==> src/rtl/sdram_pkg.sv <==
// Shared width defaults and FSM state encoding for the SDRAM arbiter.
package sdram_pkg;

  localparam int unsigned ADDR_W_DEF = 24;
  localparam int unsigned DATA_W_DEF = 16;

  typedef enum logic [1:0] {
    ST_IDLE  = 2'd0,
    ST_ISSUE = 2'd1,
    ST_WAIT  = 2'd2,
    ST_DONE  = 2'd3
  } state_t;

endpackage

==> src/rtl/rr_arb2.sv <==
// Two-way round-robin tie-break: a tie goes to the requester not served last.
module rr_arb2 (
  input  logic       req0,
  input  logic       req1,
  input  logic       last,
  output logic [1:0] gnt_c
);

  // One-hot grant; a lone request wins regardless of history
  always_comb begin
    gnt_c = 2'b00;
    if (req0 && req1) begin
      gnt_c = last ? 2'b01 : 2'b10;
    end else if (req0) begin
      gnt_c = 2'b01;
    end else if (req1) begin
      gnt_c = 2'b10;
    end
  end

endmodule

==> src/rtl/sdram_arbiter.sv <==
// Two-requester arbiter in front of an SDRAM controller: one access at a time,
// round-robin on ties, bounded wait for completion.
module sdram_arbiter
  import sdram_pkg::*;
#(
  parameter int unsigned ADDR_W  = ADDR_W_DEF,
  parameter int unsigned DATA_W  = DATA_W_DEF,
  parameter int unsigned TIMEOUT = 64
) (
  input  logic              clk,
  input  logic              reset,
  input  logic              r0_req,
  input  logic              r0_we,
  input  logic [ADDR_W-1:0] r0_addr,
  input  logic [DATA_W-1:0] r0_wdata,
  output logic              r0_gnt,
  output logic              r0_done,
  output logic [DATA_W-1:0] r0_rdata,
  input  logic              r1_req,
  input  logic              r1_we,
  input  logic [ADDR_W-1:0] r1_addr,
  input  logic [DATA_W-1:0] r1_wdata,
  output logic              r1_gnt,
  output logic              r1_done,
  output logic [DATA_W-1:0] r1_rdata,
  output logic              mem_req,
  output logic              mem_we,
  output logic [ADDR_W-1:0] mem_addr,
  output logic [DATA_W-1:0] mem_wdata,
  input  logic              mem_ready,
  input  logic              mem_ack,
  input  logic [DATA_W-1:0] mem_rdata,
  output logic              err_timeout
);

  localparam int unsigned CNT_W = (TIMEOUT > 1) ? $clog2(TIMEOUT) : 1;

  state_t             state_q, state_d;
  logic [CNT_W-1:0]   cnt_q, cnt_d;
  logic               owner_q, owner_d;
  logic               last_q, last_d;
  logic [1:0]         arb_gnt_c;

  logic               r0_gnt_d, r1_gnt_d, r0_done_d, r1_done_d;
  logic               mem_req_d, mem_we_d, err_timeout_d;
  logic [ADDR_W-1:0]  mem_addr_d;
  logic [DATA_W-1:0]  mem_wdata_d, r0_rdata_d, r1_rdata_d;

  rr_arb2 u_arb (
    .req0  (r0_req),
    .req1  (r1_req),
    .last  (last_q),
    .gnt_c (arb_gnt_c)
  );

  // Next-state and next-output logic; command regs only load on IDLE exit
  always_comb begin
    state_d       = state_q;
    cnt_d         = cnt_q;
    owner_d       = owner_q;
    last_d        = last_q;
    mem_we_d      = mem_we;
    mem_addr_d    = mem_addr;
    mem_wdata_d   = mem_wdata;
    r0_rdata_d    = r0_rdata;
    r1_rdata_d    = r1_rdata;
    r0_gnt_d      = 1'b0;
    r1_gnt_d      = 1'b0;
    r0_done_d     = 1'b0;
    r1_done_d     = 1'b0;
    mem_req_d     = 1'b0;
    err_timeout_d = 1'b0;
    case (state_q)
      ST_IDLE: begin
        if (arb_gnt_c != 2'b00) begin
          owner_d     = arb_gnt_c[1];
          mem_we_d    = arb_gnt_c[1] ? r1_we    : r0_we;
          mem_addr_d  = arb_gnt_c[1] ? r1_addr  : r0_addr;
          mem_wdata_d = arb_gnt_c[1] ? r1_wdata : r0_wdata;
          r0_gnt_d    = arb_gnt_c[0];
          r1_gnt_d    = arb_gnt_c[1];
          mem_req_d   = 1'b1;
          state_d     = ST_ISSUE;
        end
      end
      ST_ISSUE: begin
        if (mem_ready) begin
          cnt_d   = '0;
          state_d = ST_WAIT;
        end else begin
          mem_req_d = 1'b1;
        end
      end
      ST_WAIT: begin
        if (mem_ack) begin
          if (!mem_we) begin
            if (owner_q) r1_rdata_d = mem_rdata;
            else         r0_rdata_d = mem_rdata;
          end
          r0_done_d = ~owner_q;
          r1_done_d = owner_q;
          state_d   = ST_DONE;
        end else if (cnt_q == CNT_W'(TIMEOUT - 1)) begin
          r0_done_d     = ~owner_q;
          r1_done_d     = owner_q;
          err_timeout_d = 1'b1;
          state_d       = ST_DONE;
        end else begin
          cnt_d = cnt_q + CNT_W'(1);
        end
      end
      ST_DONE: begin
        last_d  = owner_q;
        state_d = ST_IDLE;
      end
      default: state_d = ST_IDLE;
    endcase
  end

  // State, counter, command and output registers
  always_ff @(posedge clk or negedge reset) begin
    if (!reset) begin
      state_q     <= ST_IDLE;
      cnt_q       <= '0;
      owner_q     <= 1'b0;
      last_q      <= 1'b1;
      r0_gnt      <= 1'b0;
      r1_gnt      <= 1'b0;
      r0_done     <= 1'b0;
      r1_done     <= 1'b0;
      r0_rdata    <= '0;
      r1_rdata    <= '0;
      mem_req     <= 1'b0;
      mem_we      <= 1'b0;
      mem_addr    <= '0;
      mem_wdata   <= '0;
      err_timeout <= 1'b0;
    end else begin
      state_q     <= state_d;
      cnt_q       <= cnt_d;
      owner_q     <= owner_d;
      last_q      <= last_d;
      r0_gnt      <= r0_gnt_d;
      r1_gnt      <= r1_gnt_d;
      r0_done     <= r0_done_d;
      r1_done     <= r1_done_d;
      r0_rdata    <= r0_rdata_d;
      r1_rdata    <= r1_rdata_d;
      mem_req     <= mem_req_d;
      mem_we      <= mem_we_d;
      mem_addr    <= mem_addr_d;
      mem_wdata   <= mem_wdata_d;
      err_timeout <= err_timeout_d;
    end
  end

endmodule
==> config.mk <==
export PLATFORM = sky130hd
export DESIGN_NAME = sdram_arbiter
export DESIGN_NICKNAME = d
export VERILOG_FILES = /design/src/rtl/sdram_pkg.sv /design/src/rtl/rr_arb2.sv /design/src/rtl/sdram_arbiter.sv
export SDC_FILE = /design/constraint.sdc
export NUM_CORES = 1
export LEC_CHECK = 0
export ABC_CLOCK_PERIOD_IN_PS = 2660
export CAP_MARGIN = 20
export CORE_ASPECT_RATIO = 1.4
export CORE_MARGIN = 4
export CORE_UTILIZATION = 43
export CTS_BUF_LIST = sky130_fd_sc_hd__clkbuf_8
export DETAILED_ROUTE_END_ITERATION = 6
export PLACE_DENSITY = 0.91
export SLEW_MARGIN = 20
export SYNTH_ARGS = -nofsm -noshare
export SYNTH_HDL_FRONTEND = slang
export SYNTH_SLANG_ARGS = --single-unit
==> constraint.sdc <==
create_clock -name clk -period 2.66 [get_ports clk]
set_input_delay 0.532 -clock clk [delete_from_list [all_inputs] [get_ports clk]]
set_output_delay 0.532 -clock clk [all_outputs]
set_load 0.1 [all_outputs]
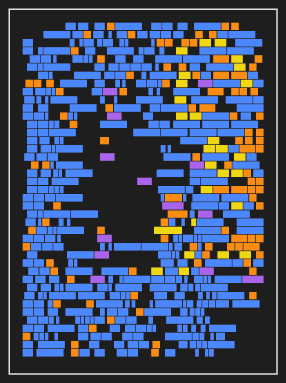
drive_strength.png
Drawn at 3 px/um.
Blue shows drive 1 or less, cells 375. Yellow shows drive 2, cells 27. Purple shows drive 6 and up, cells 13. Orange shows drive 3 to 4, cells 99.

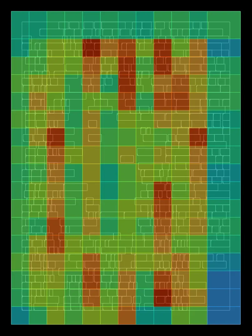
final_congestion.png
M3 GR Usage: 4.01%
fraction of the core area covered by cells at the end of the flow: 65.1%
grt met2 use: 33.3%
GRT Max-Usage Layer: met2
met1 Usage GRT: 18.9%

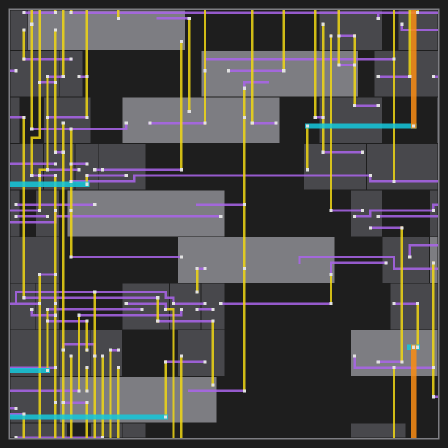
zoom.png
Region (10, 78) to (35, 103) um. Cells in grey, sequential cells in the stronger grey; small squares are vias.
Purple shows met1. Yellow shows met2. Orange shows met4. Cyan shows met3.
Netlist names of flops here include mem_addr (6), mem_wdata (1). 35 logic cells have their middle in the window. Most frequent: dfrtp_1 (7), o21ai_0 (6), clkdlybuf4s50_1 (6). Sequential cells in the window: 7.

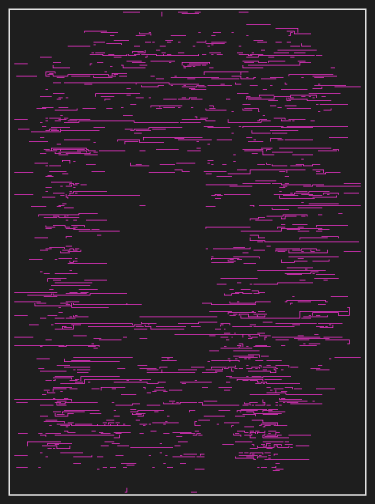
met1.png
Drawn at 4 px/um.
The layer holds 36% of the routed length. The longest straight run is 26.2 um. The wires run mostly horizontal.

==> results.toml <==
# implementation run metrics
[run_status]
status = "completed"

[place]
port_bufs = 182
detailed_place_hpwl_um = 7630
detailed_place.area_sq_mm = 0.00566
globalplace.congestion = 0.762
dp.cells = 606
detailedPlace.worstSlack_ps = 480

[detailed_routing]
route.layer.met1.wl_um = 3470
drt_wl_total_um = 9690
wire_per_inst_um = 15.6
highest_layer_used_for_signal_routing = "met4"
met3WireLength_um = 782
num_vias = 3134
drtIter0Drc = 80
routed_via_density = 5.05
detail_route.first_pass.iterations = 4

[critical_path]
critical_path.n_buffers_inverters = 2
endpoint = "r1_rdata[11]"
cp_max_fo = 16
critical_path.reg2reg.endpoint = "r1_rdata[11]"
worstRegToRegCells = 6
critical_path.cell_chain = "inv_1 -> ha_1 -> nand2_1 -> or3_1 -> buf_4 -> mux2_4"
critical_path_cell_count = 6
ff2ff_setup_slack_ps = 520
r2r-start = "state_q[0]"
critPathTopFamily = "simple AND/OR/NAND/NOR gates"
cp_data_arrival_time_ps = 2370
critical_path_start_type = "flip-flop"
crit_path_end_kind = "flip-flop"
worst_ep_required_time_ps = 2890

[yosys]
synth-adder-area-share_pct = 1.91
ys.warnings.count = 0
async_flop_share_pct = 100
synth_xor_xnor_area_share_pct = 0
yosys.area_share.aoi_pct = 8.80
post_synth_and_or_nand_nor_area_fraction_pct = 8.29
synth_area_per_cell_sq_um = 11.9
netlist_logic_family_top = "multiplexers"
yosys.stat.seqShare_pct = 56.8
synthMuxAreaShare_pct = 20.9
synthTopCellsByCount = "88 x sky130_fd_sc_hd__dfrtp_1, 49 x sky130_fd_sc_hd__nand2_1, 45 x sky130_fd_sc_hd__o21ai_0, 41 x sky130_fd_sc_hd__mux2i_1, 23 x sky130_fd_sc_hd__mux2_2"
synth-seq-cells = 89
post_synth_tally_of_flip_flops_with_integrated_enable = 0
post_syn_instances = 330
synth.cell_area_sq_mm = 0.00393
yosys_cells = 330
synth_top_flop_cell = "sky130_fd_sc_hd__dfrtp_1"
post_synth_num_cell_types = 35

[finish]
layout.clock.cell_area_share_pct = 3.08
seqAreaFraction_pct = 38.1
non_clock_buffer_area_share_pct = 28.9
post_route_cells_drive_above_1_share_pct = 27.0
stdcell_count = 621
dominant_kind_of_cell_by_area = "flip-flops and latches"
antenna-diode-count = 0
layout.sequential_cells = 89
layout.area.comb_sq_mm = 0.00159
finalNetCount = 620
area_growth_syn_to_layout_pct = 48.9
largest_register_ffs = 24
register_area_sq_mm = 0.00223
number_of_multi_input_combinational_cells = 216
layout.clock_buffers = 11
design_area_sq_mm = 0.00584
layout.filler_cells = 704

[clocking]
insertion_delay_ps = 350
hold_buffers = 0
htree_levels = 3
clk_path_buf_depth = 2
cts.sinks = 89
post_cts_resize_count = 0
cts_made_buffers = 9
clock_tree_from_tritoncts = "done"

[sta]
slew_headroom_pct = 70.9
fin_worst_skew_ps = 13.6
max_freq_ghz = 0.467
hold_ws_ps = 128
totalNegativeSetupSlack_ps = 0
hold_violations = 0
finalCritPeriodShare_pct = 80.6
setup_violations = 0
rsz0062_at_grt = "false"

[global_route]
first_global_vias = 3288
pin_count_of_the_biggest_net_entering_global_routing = 57
track_usage_pct = 17.9

[die]
die_height_um = 121
io-pin-count = 183
design.die.area_sq_mm = 0.0107

[run]
tool_warnings = 30
